<file path="src/rtl/mem_wb_pipe.sv">
// MEM/WB pipeline register with valid/ready handshake, flush, writeback select and forwarding tap.
// Define MEMWB_SKID_EN to add a skid entry so in_ready comes straight from flops.
module mem_wb_pipe #(
  parameter int DSIZE = 32,
  parameter int ASIZE = 5
) (
  input  logic             clk,
  input  logic             rst,
  input  logic             flush,
  input  logic             in_valid,
  output logic             in_ready,
  input  logic [DSIZE-1:0] rdata_in,
  input  logic [DSIZE-1:0] aluresult_in,
  input  logic [ASIZE-1:0] waddr_in,
  input  logic             memtoreg_in,
  input  logic             wen_in,
  output logic             out_valid,
  input  logic             out_ready,
  output logic [DSIZE-1:0] rdata_out,
  output logic [DSIZE-1:0] aluresult_out,
  output logic [ASIZE-1:0] waddr_out,
  output logic             memtoreg_out,
  output logic             wen_out,
  output logic [DSIZE-1:0] wb_data,
  output logic             wb_wen,
  output logic             fwd_valid,
  output logic [ASIZE-1:0] fwd_addr,
  output logic [DSIZE-1:0] fwd_data
);

  typedef struct packed {
    logic [DSIZE-1:0] rdata;
    logic [DSIZE-1:0] aluresult;
    logic [ASIZE-1:0] waddr;
    logic             memtoreg;
    logic             wen;
  } payload_t;

  payload_t in_p;
  payload_t main_q;
  logic     accept;
  logic     pop;

  assign in_p   = '{rdata: rdata_in, aluresult: aluresult_in, waddr: waddr_in,
                    memtoreg: memtoreg_in, wen: wen_in};
  assign accept = in_valid & in_ready & ~flush;
  assign pop    = out_valid & out_ready;

`ifdef MEMWB_SKID_EN
  typedef enum logic [1:0] {EMPTY, ONE, TWO} state_t;

  state_t   state;
  payload_t skid_q;

  // Both ready and valid decode purely from state, so no path from out_ready to in_ready.
  assign in_ready  = (state != TWO);
  assign out_valid = (state != EMPTY);

  always_ff @(posedge clk) begin
    if (rst) begin
      state  <= EMPTY;
      // NOTE: payload registers are reset as well so every output reads 0 out of reset,
      // even though the payload is a don't-care while invalid.
      main_q <= '0;
      skid_q <= '0;
    end else if (flush) begin
      state <= EMPTY;
    end else begin
      // NOTE: non-blocking assignments so each register samples pre-edge values,
      // which keeps the skid-to-main transfer order-independent.
      unique case (state)
        EMPTY: begin
          if (accept) begin
            main_q <= in_p;
            state  <= ONE;
          end
        end
        ONE: begin
          if (accept && pop) begin
            main_q <= in_p;
          end else if (pop) begin
            state <= EMPTY;
          end else if (accept) begin
            skid_q <= in_p;
            state  <= TWO;
          end
        end
        TWO: begin
          if (pop) begin
            main_q <= skid_q;
            state  <= ONE;
          end
        end
        default: state <= EMPTY;
      endcase
    end
  end
`else
  logic valid_q;

  // Without the skid entry a stalled full register must refuse input in the same cycle.
  assign in_ready  = out_ready | ~valid_q;
  assign out_valid = valid_q;

  always_ff @(posedge clk) begin
    if (rst) begin
      valid_q <= 1'b0;
      main_q  <= '0;
    end else if (flush) begin
      valid_q <= 1'b0;
    end else begin
      if (accept) begin
        main_q  <= in_p;
        valid_q <= 1'b1;
      end else if (pop) begin
        valid_q <= 1'b0;
      end
    end
  end
`endif

  assign rdata_out     = main_q.rdata;
  assign aluresult_out = main_q.aluresult;
  assign waddr_out     = main_q.waddr;
  assign memtoreg_out  = main_q.memtoreg;
  assign wen_out       = main_q.wen;

  // Register 0 is hardwired to zero, so writes to it are never requested or forwarded.
  assign wb_data   = main_q.memtoreg ? main_q.rdata : main_q.aluresult;
  assign wb_wen    = out_valid & main_q.wen & (main_q.waddr != '0);
  assign fwd_valid = wb_wen;
  assign fwd_addr  = main_q.waddr;
  assign fwd_data  = wb_data;

endmodule

</file>
<file path="config.mk">
export PLATFORM = sky130hd
export DESIGN_NAME = mem_wb_pipe
export DESIGN_NICKNAME = d
export VERILOG_FILES = /design/src/rtl/mem_wb_pipe.sv
export SDC_FILE = /design/constraint.sdc
export NUM_CORES = 1
export LEC_CHECK = 0
export ABC_AREA = 1
export CAP_MARGIN = 20
export CELL_PAD_IN_SITES_DETAIL_PLACEMENT = 0
export CELL_PAD_IN_SITES_GLOBAL_PLACEMENT = 1
export CORE_MARGIN = 8
export CORE_UTILIZATION = 26
export CTS_BUF_LIST = sky130_fd_sc_hd__clkbuf_4 sky130_fd_sc_hd__clkbuf_8 sky130_fd_sc_hd__clkbuf_16
export DETAILED_ROUTE_END_ITERATION = 12
export HOLD_SLACK_MARGIN = 0.15
export PLACE_DENSITY_LB_ADDON = 0.1
export SLEW_MARGIN = 20
export SYNTH_ARGS = -nofsm -noshare
export SYNTH_HDL_FRONTEND = slang
export SYNTH_SLANG_ARGS = --single-unit
</file>
<file path="constraint.sdc">
create_clock -name clk -period 1.5 [get_ports clk]
set_input_delay 0.15 -clock clk [delete_from_list [all_inputs] [get_ports clk]]
set_output_delay 0.15 -clock clk [all_outputs]
set_load 0.02 [all_outputs]
</file>
Run 1, placement density heat map:
Scale: 3 px per um. The die is cut into 14 by 14 equal tiles; black is low, pale yellow is high, 0 to 100% covered.
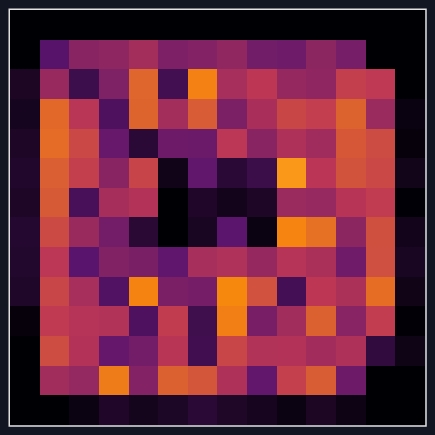
16% of the tiles are nearly empty. 0.50% of the tiles are over 75% full. The mean over all tiles is 31%. The densest ninth of the die: middle right. The fullest tile reaches 78%.
Core ar.: 0.01459 sq mm
starting density of the core: 0.2671
Final Core Density: 0.4208

Run 1, metal 2:
Scale: 3 px per um.
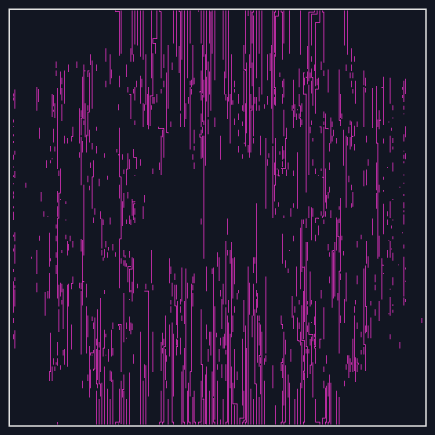
The wires run mostly vertical. 597 nets have wire on it.
met2 Track Usage GR: 0.2305
via count: 3955
overall routed net length: 13410 um

Run 1, clock wiring as the flow saved it:
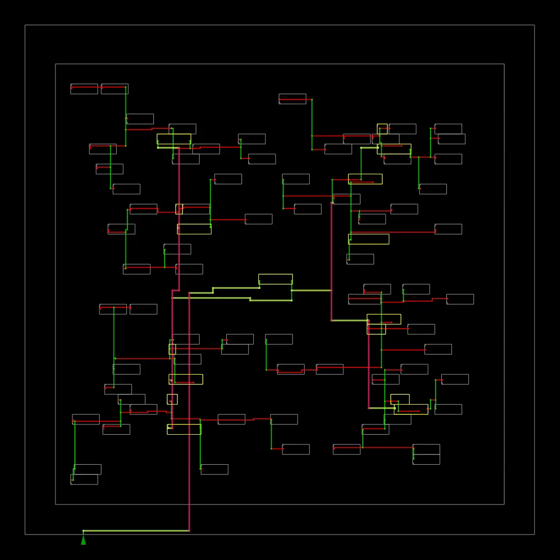
Seq cells: 72
clock buffer count from CTS: 9
Clock Sinks: 72

Run 1, where the registers sit:
Scale: 3 px per um. Other sequential cells in the stronger gray, the rest of the logic in the fainter gray.
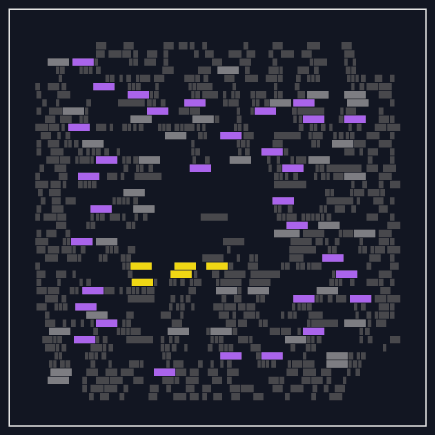
Key: yellow = fwd_addr [flops 5]; purple = aluresult_out [flops 32]
Seq/total area: 0.2354
register area: 0.001445 sq mm
Flop+latch power: 2150 uW

-- run 1: critical path, stage by stage, from the launching register on --
cell and delay, ns:
dfxtp_4 0.37, buf_12 0.15, mux2_2 0.36, buf_2 0.16
-- run 1: metrics by stage --
stage	cells	area [sq um]	TNS (ns)
after floorplan	551	3905	0
after CTS	907	6017	-3.799
final	908	6138	-1.974
after detailed placement	889	6008	-5.682
after global routing	908	6138	-5.415
after global placement	889	6008	-4.689
-- run 1: synthesized netlist by cell type --
master    count  area share
nor3_1        1      0.0013
inv_2         2      0.0019
nand2_1      74       0.071
inv_1        73       0.070
nor2_4        1      0.0029
o21bai_1      1      0.0019
a21oi_1      72       0.092
clkbuf_1      7      0.0067
mux2_2       32       0.092
buf_2        18       0.023
dfxtp_1      72        0.37
nand3_1      71       0.091
buf_4        54        0.10
nor2_1       73       0.070
-- run 1: sequential cells by signal (all words and copies together) (netlist names) --
| register | flops |
|---|---|
| wen_out | 1 |
| fwd_addr | 5 |
| aluresult_out | 32 |
| out_valid | 1 |
| memtoreg_out | 1 |
| rdata_out | 32 |
-- run 1: layer usage --
layer / GRT usage / up-vias / routed length (um)
li1: - / 2037 / -
met3: 0.04486 / 12 / 1028
met2: 0.2305 / 126 / 6352
met5: 0 / - / 0
met1: 0.1522 / 1780 / 5830
met4: 0.05320 / 0 / 198
-- run 1: report_power, final --
group	total [uW]	switching [uW]	internal, uW
Combinational	1550	836	717
Clock	2220	811	1410
Sequential	2150	101	2050
Total	5920	1750	4170
-- run 1: logic make-up (layout without fill, tap and decap cells) --
logic type,Yosys count,count (layout),share of synthesized area
AND/OR/NAND/NOR,220,220,0.2370
buffers and inverters,154,327,0.2062
AND-OR/OR-AND,73,73,0.09441
flip-flops,72,72,0.3699
multiplexers,32,32,0.09249
==> Changelog: implementation, run 1 <==
## Implementation

* Critical Path End: fwd_data[6]
* Synth warn at 0
* Most frequent cells in the layout: clkdlybuf4s50_1, nor2_1, nand2_1, inv_1, a21oi_1
* IR drop worst, VDD at approximately 0.46 mV
* First-pass detailed-route iteration total at 4
* Gate Area at 0.001667 sq mm
* Synth cell types at 14
* Signal buf overhead at 0.3596
* CTS tree: done
* I/O pin count at 220
* Reg-to-reg critical path endpoint: aluresult_out[20]
* Routability congestion estimate at approximately 0.74
* CTS root buf: clkbuf_16
* Largest net degree at the start of global routing at 74
* Iteration-0 DRC Markers at 194
* Final worst slack at -0.04143 ns
* # diodes at 0
* Final setup vio count at 64
* # Cells Yosys at 551
* # DRC at 0
* Hold Path End: out_valid
* Final Skew at about 0.0042 ns
* Postcts setup bufs at 1
* Unrepaired setup endpoints after global routing: yes
* Pwr dens at 964.7 mW/mm^2
* DIE AREA at 0.01916 sq mm
* Port bufs at 219
* Status: finished, violations left
* Arrival time worst endpoint at 1.39 ns
* Static Leak at 0.003669 uW
* Failing checks: setup timing
* H-tree depth at 3
* Routed Antenna Nets at 0
* CP Class: flop to output port
* Reg2reg path depth at 6
* Yosys stat area at just under 0.004 sq mm
* Worst Setup Start Kind: flop
* Hold-critical path depth at 2
* Gr ovfl total at 0
* CP endpoint kind: output port
* Crit path from: memtoreg_out
* Area growth syn-to-layout at 57.55%
==> run 2, diff against run 1 <==
--- a/config.mk
+++ b/config.mk
@@ -5,12 +5,11 @@
 export SDC_FILE = /design/constraint.sdc
 export NUM_CORES = 1
 export LEC_CHECK = 0
-export ABC_AREA = 1
 export CAP_MARGIN = 20
 export CELL_PAD_IN_SITES_DETAIL_PLACEMENT = 0
 export CELL_PAD_IN_SITES_GLOBAL_PLACEMENT = 1
 export CORE_MARGIN = 8
-export CORE_UTILIZATION = 26
+export CORE_UTILIZATION = 28
 export CTS_BUF_LIST = sky130_fd_sc_hd__clkbuf_4 sky130_fd_sc_hd__clkbuf_8 sky130_fd_sc_hd__clkbuf_16
 export DETAILED_ROUTE_END_ITERATION = 12
 export HOLD_SLACK_MARGIN = 0.15
==> Changelog: implementation, run 2 <==
## Implementation

* Status: finished, violations left (unchanged)
* Failing checks: setup timing (unchanged)
* Final setup vio count at 64 (unchanged)
* I/O pin count at 220 (unchanged)
* Seq pwr share at 0.385 (was 0.363)
* Iteration-0 DRC Markers at 84 (was 194)
* Routed Antenna Nets at 0 (unchanged)
* Seq cells at 72 (unchanged)
* Cell Int Power at 3953 uW (was 4174 uW)
* Synth warn at 0 (unchanged)
* Largest net degree at the start of global routing at 144 (was 74)
* Switching Fraction at 0.2727 (was 0.2952)
* Arrival time worst endpoint at 1.48 ns (was 1.39 ns)
* CP endpoint kind: output port (unchanged)
* Clock buffer count from CTS at 9 (unchanged)
* Seq/total area at 0.2307 (was 0.2354)
* Post-synth top cells: nand2b_1, dfxtp_1, mux2i_1 (was nand2_1, inv_1, nor2_1)
* Count leader, synth: nand2b_1 (was nand2_1)
* Cell taking the most area after synthesis: dfxtp_1 (unchanged)
* Clock Sinks at 72 (unchanged)
* Most frequent cells in the layout: nand2b_1, clkdlybuf4s50_1, mux2i_1 (was clkdlybuf4s50_1, nor2_1, nand2_1, inv_1, a21oi_1)
* DIE AREA at 0.01825 sq mm (was 0.01916 sq mm)
* Yosys stat area at 0.003970 sq mm (was 0.003896 sq mm)
* Post-synth ARST share at 0 (unchanged)
* Crit-path max cell delay at 0.37 ns (about the same)
* Final worst slack at -0.1349 ns (was -0.04143 ns)
* Static Leak at 0.003205 uW (was 0.003669 uW)
* CP Class: flop to output port (unchanged)
* Unrepaired setup endpoints after global routing: yes (unchanged)
* Starting density of the core at 0.2860 (was 0.2671)
* # DRC at 0 (unchanged)
* Crit path from: fwd_addr[4] (was memtoreg_out)
* Combinational Power at 1260 uW (was 1550 uW)
* Area growth syn-to-layout at 58.30% (was 57.55%)
* Simple share at 0.2342 (was 0.2370)
* Main synth FF type: dfxtp_1 (unchanged)
* Adder Area Share at 0 (unchanged)
* CP max-delay cell: or3_4 (was dfxtp_4)
* MUX area fraction at 0.2698 (was 0.09249)
* Gate Area at 0.002063 sq mm (was 0.001667 sq mm)
* IR drop worst, VDD at 0.4573 mV (was 0.4568 mV)
* Switch Pwr at 1482 uW (was 1748 uW)
* Layout Cells excl Fill at 768 (was 908)
* Worst-path cell chain: or3_4 -> o311a_4 -> buf_6 (was buf_12 -> mux2_2 -> buf_2)
[run 2: cell count changes after synthesis, moves of 2 or more]
cell      delta
nor2_1      -72
inv_2        -2
buf_12       +7
mux2i_1     +71
clkbuf_1     +8
inv_1       -72
nand3_1     -71
a21oi_1     -72
buf_4       -16
nand2_1     -74
nand2b_1   +142
buf_2       -14
[run 2: cells by family (layout without fill, tap and decap cells)]
group                  Yosys count  count (layout)
buffers and inverters           66             265
and+or+nand+nor                147             147
AOI/OAI and AO/OA                1               1
muxes                          103             103
DFF                             72              72
[run 2: path summary, 6_finish.rpt]
path | end | slack (ns) | depth (start not counted)
setup / recovery | fwd_valid | -0.13 | 3
hold reg to reg | rdata_out[31] | 0.48 | 2
hold / removal | aluresult_out[27] | 0.38 | 3
setup reg to reg | aluresult_out[19] | 0.17 | 5
[run 2: worst max-delay path, delay by kind of cell, from the launching register on]
family,cells,cell delay (ns)
DFF,1,0.32
and+or+nand+nor,1,0.37
buffers and inverters,1,0.14
AOI/OAI and AO/OA,1,0.32
[run 2: through the flow]
step           TNS (ns)  utilization  total power [uW]  instance area, sq um
6_report         -3.091       0.4528              5435                  6285
3_5_place_dp     -7.897       0.4436              3525                  6157
4_1_cts          -5.762       0.4454              5540                  6182
2_1_floorplan         0            -              2880                  3980
3_3_place_gp     -6.742       0.4436              3513                  6157
5_1_grt          -6.658       0.4528              5688                  6285
[run 2: what timing repair did]
action,in CTS,in global routing
resized,304,46
hold endpoints to repair,0,0
gates cloned,1,0
setup buffers,5,0
setup endpoints to repair,97,98
[run 2: metal layers]
metal / global-route usage / vias up / wire, um
li1: - / 1614 / -
met1: 0.1403 / 1474 / 4841
met2: 0.2148 / 114 / 5966
met3: 0.05015 / 14 / 1086
met4: 0.05614 / 0 / 195
met5: 0 / - / 0
Run 2, metal 2:
Scale: 3 px per um.
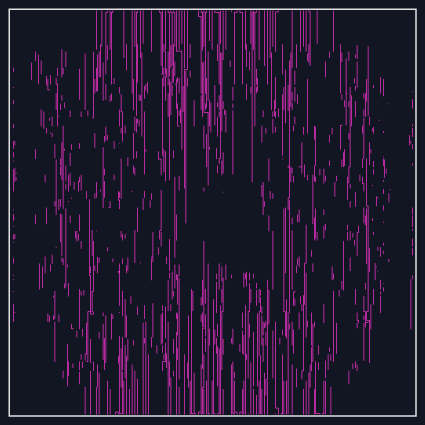
The wires run mostly vertical. The layer holds 49% of the routed length. The longest straight run is 56.8 um. 563 nets have wire on it.
overall routed net length: 12090 um
met2 Track Usage GR: 0.2148
via count: 3216

Run 2, clock wiring as the flow saved it:
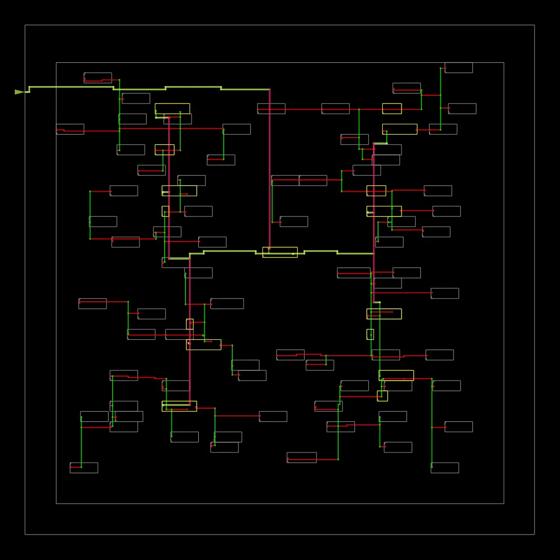
Final Skew: 0.003619 ns
Clk power: 2080 uW

Run 2, placement density heat map:
Scale: 3 px per um. The die is cut into 14 by 14 equal tiles; black is low, pale yellow is high, 0 to 100% covered.
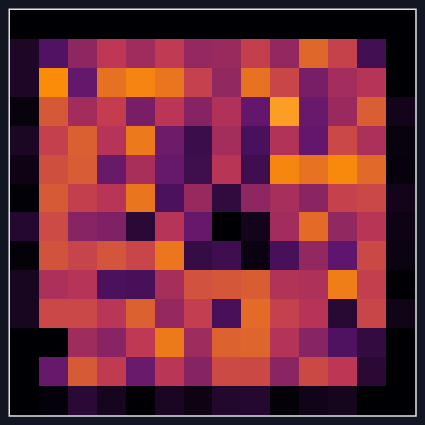
The fullest tile reaches 79%. 16% of the tiles are nearly empty. 0.50% of the tiles are over 75% full. The mean over all tiles is 33%.
Core ar.: 0.01388 sq mm
Final Core Density: 0.4528

==> run 3, diff against run 2 <==
--- a/config.mk
+++ b/config.mk
@@ -13,7 +13,7 @@
 export CTS_BUF_LIST = sky130_fd_sc_hd__clkbuf_4 sky130_fd_sc_hd__clkbuf_8 sky130_fd_sc_hd__clkbuf_16
 export DETAILED_ROUTE_END_ITERATION = 12
 export HOLD_SLACK_MARGIN = 0.15
-export PLACE_DENSITY_LB_ADDON = 0.1
+export PLACE_DENSITY = 0.8
 export SLEW_MARGIN = 20
 export SYNTH_ARGS = -nofsm -noshare
 export SYNTH_HDL_FRONTEND = slang
==> Changelog: implementation, run 3 <==
## Implementation

* Gr ovfl total at 0 (unchanged)
* Clock network fraction of total power at 0.389 (was 0.382)
* Iteration-0 DRC Markers at 117 (was 84)
* GR peak layer: met2 (unchanged)
* IR drop worst, VDD at 0.4487 mV (was 0.4573 mV)
* Post-synth EDFFs at 0 (unchanged)
* M3 GR Usage at 0.04421 (was 0.05015)
* Status: finished, violations left (unchanged)
* CTS tree: done (unchanged)
* Synth cell types at 16 (unchanged)
* Worst Setup Start Kind: flop (unchanged)
* Switch Pwr at 1495 uW (was 1482 uW)
* CTS root buf: clkbuf_16 (unchanged)
* Buffers and inverters on the worst path at 1 (unchanged)
* MUX area fraction at 0.2698 (unchanged)
* Cell area leaders: dfxtp_1, nand2b_1, mux2i_1 (unchanged)
* # diodes at 0 (unchanged)
* Cell Int Power at 4176 uW (was 3953 uW)
* Post-synth top cells: nand2b_1, dfxtp_1, mux2i_1 (unchanged)
* Final setup vio count at 62 (was 64)
* Yosys stat area at 0.003970 sq mm (unchanged)
* Layout Cells excl Fill at 762 (was 768)
* Final worst slack at -0.1364 ns (was -0.1349 ns)
* Main synth FF type: dfxtp_1 (unchanged)
* First-pass detailed-route iteration total at 4 (unchanged)
* CP Class: flop to output port (unchanged)
* Largest net degree at the start of global routing at 144 (unchanged)
* # Cells Yosys at 389 (unchanged)
* Top sig layer: met4 (unchanged)
* Failing checks: setup timing (unchanged)
* Placed cells at 741 (was 747)
* Clock buffer count from CTS at 9 (unchanged)
## run 3: cell types whose count changed in the layout (fill, tap and decap cells not counted), sizes merged
cell,previous run,this run
clkdlybuf4s50,91,88
bufinv,0,1
dlymetal6s2s,30,42
buf,96,89
clkbuf,13,14
dlygate4sd2,31,22
clkinv,3,2
## run 3: area by class of cell
class	count	area, sq um	area share
Timing Repair Buffer	242	2461	0.3734
Clock inverter	3	40.04	0.006074
Tap cell	180	225.2	0.03417
Clock buffer	13	267.8	0.04062
Inverter	1	3.754	0.0005695
Multi-Input combinational cell	251	2146	0.3256
Sequential cell	72	1448	0.2196
## run 3: final timing paths
check        cells past startpoint           endpoint         startpoint  slack (ns)
max                              3             wb_wen        fwd_addr[4]       -0.14
min                              3       rdata_out[8]        rdata_in[8]        0.39
max reg2reg                      5  aluresult_out[14]          out_valid        0.15
min reg2reg                      2  aluresult_out[29]  aluresult_out[29]        0.49
## run 3: metrics by stage
step           hold WS, ns    util  setup TNS (ns)  setup WS [ns]  instance area (sq um)
2_1_floorplan       0.2293       -               0        0.03046                   3980
3_3_place_gp        0.4736  0.4385          -7.921        -0.2345                   6087
3_5_place_dp        0.4790  0.4385          -10.05        -0.2384                   6087
4_1_cts             0.3553  0.4444          -5.411        -0.1610                   6168
5_1_grt             0.3846  0.4749          -6.609        -0.1735                   6591
6_report            0.3852  0.4749          -3.724        -0.1364                   6591
## run 3: power groups by stage
| stage | registers [uW] | clock network (uW) | logic [uW] |
|---|---|---|---|
| 2_1_floorplan | 2240 | 0 | 640 |
| 3_3_place_gp | 2130 | 0 | 1360 |
| 3_5_place_dp | 2140 | 0 | 1370 |
| 4_1_cts | 2100 | 2290 | 1290 |
| 5_1_grt | 2110 | 2350 | 1450 |
| 6_report | 2100 | 2210 | 1370 |
Run 3, where the registers sit:
Scale: 3 px per um. Other sequential cells in the stronger gray, the rest of the logic in the fainter gray.
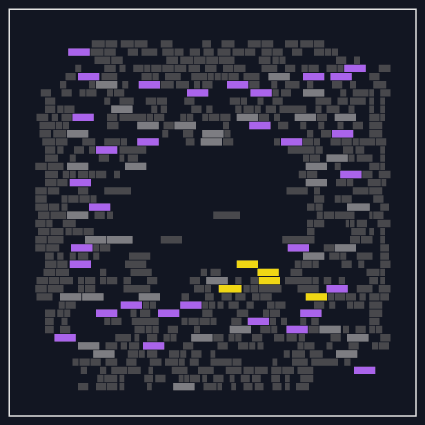
Key: purple = aluresult_out [flops 32, where all over the die]; yellow = fwd_addr [flops 5]
Seq/total area: 0.2196
register area: 0.001448 sq mm
Flop+latch power: 2100 uW

Run 3, metal 2:
Scale: 3 px per um.
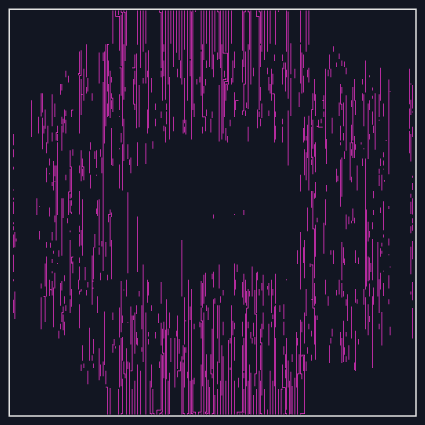
The longest straight run is 62.9 um. 573 nets have wire on it. The layer holds 49% of the routed length. The wires run mostly vertical.
overall routed net length: 12320 um
met2 Track Usage GR: 0.2201
via count: 3256

Run 3, placement density heat map:
Scale: 3 px per um. The die is cut into 14 by 14 equal tiles; black is low, pale yellow is high, 0 to 100% covered.
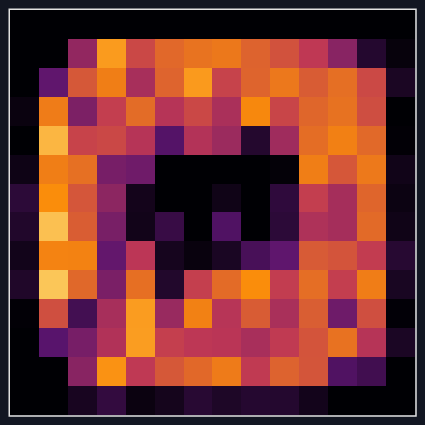
21% of the tiles are nearly empty. The mean over all tiles is 35%. 5.1% of the tiles are over 75% full. The fullest tile reaches 88%. The emptiest ninth of the die: center.
starting density of the core: 0.2860
Final Core Density: 0.4749

Power and IR drop assume default switching activity.
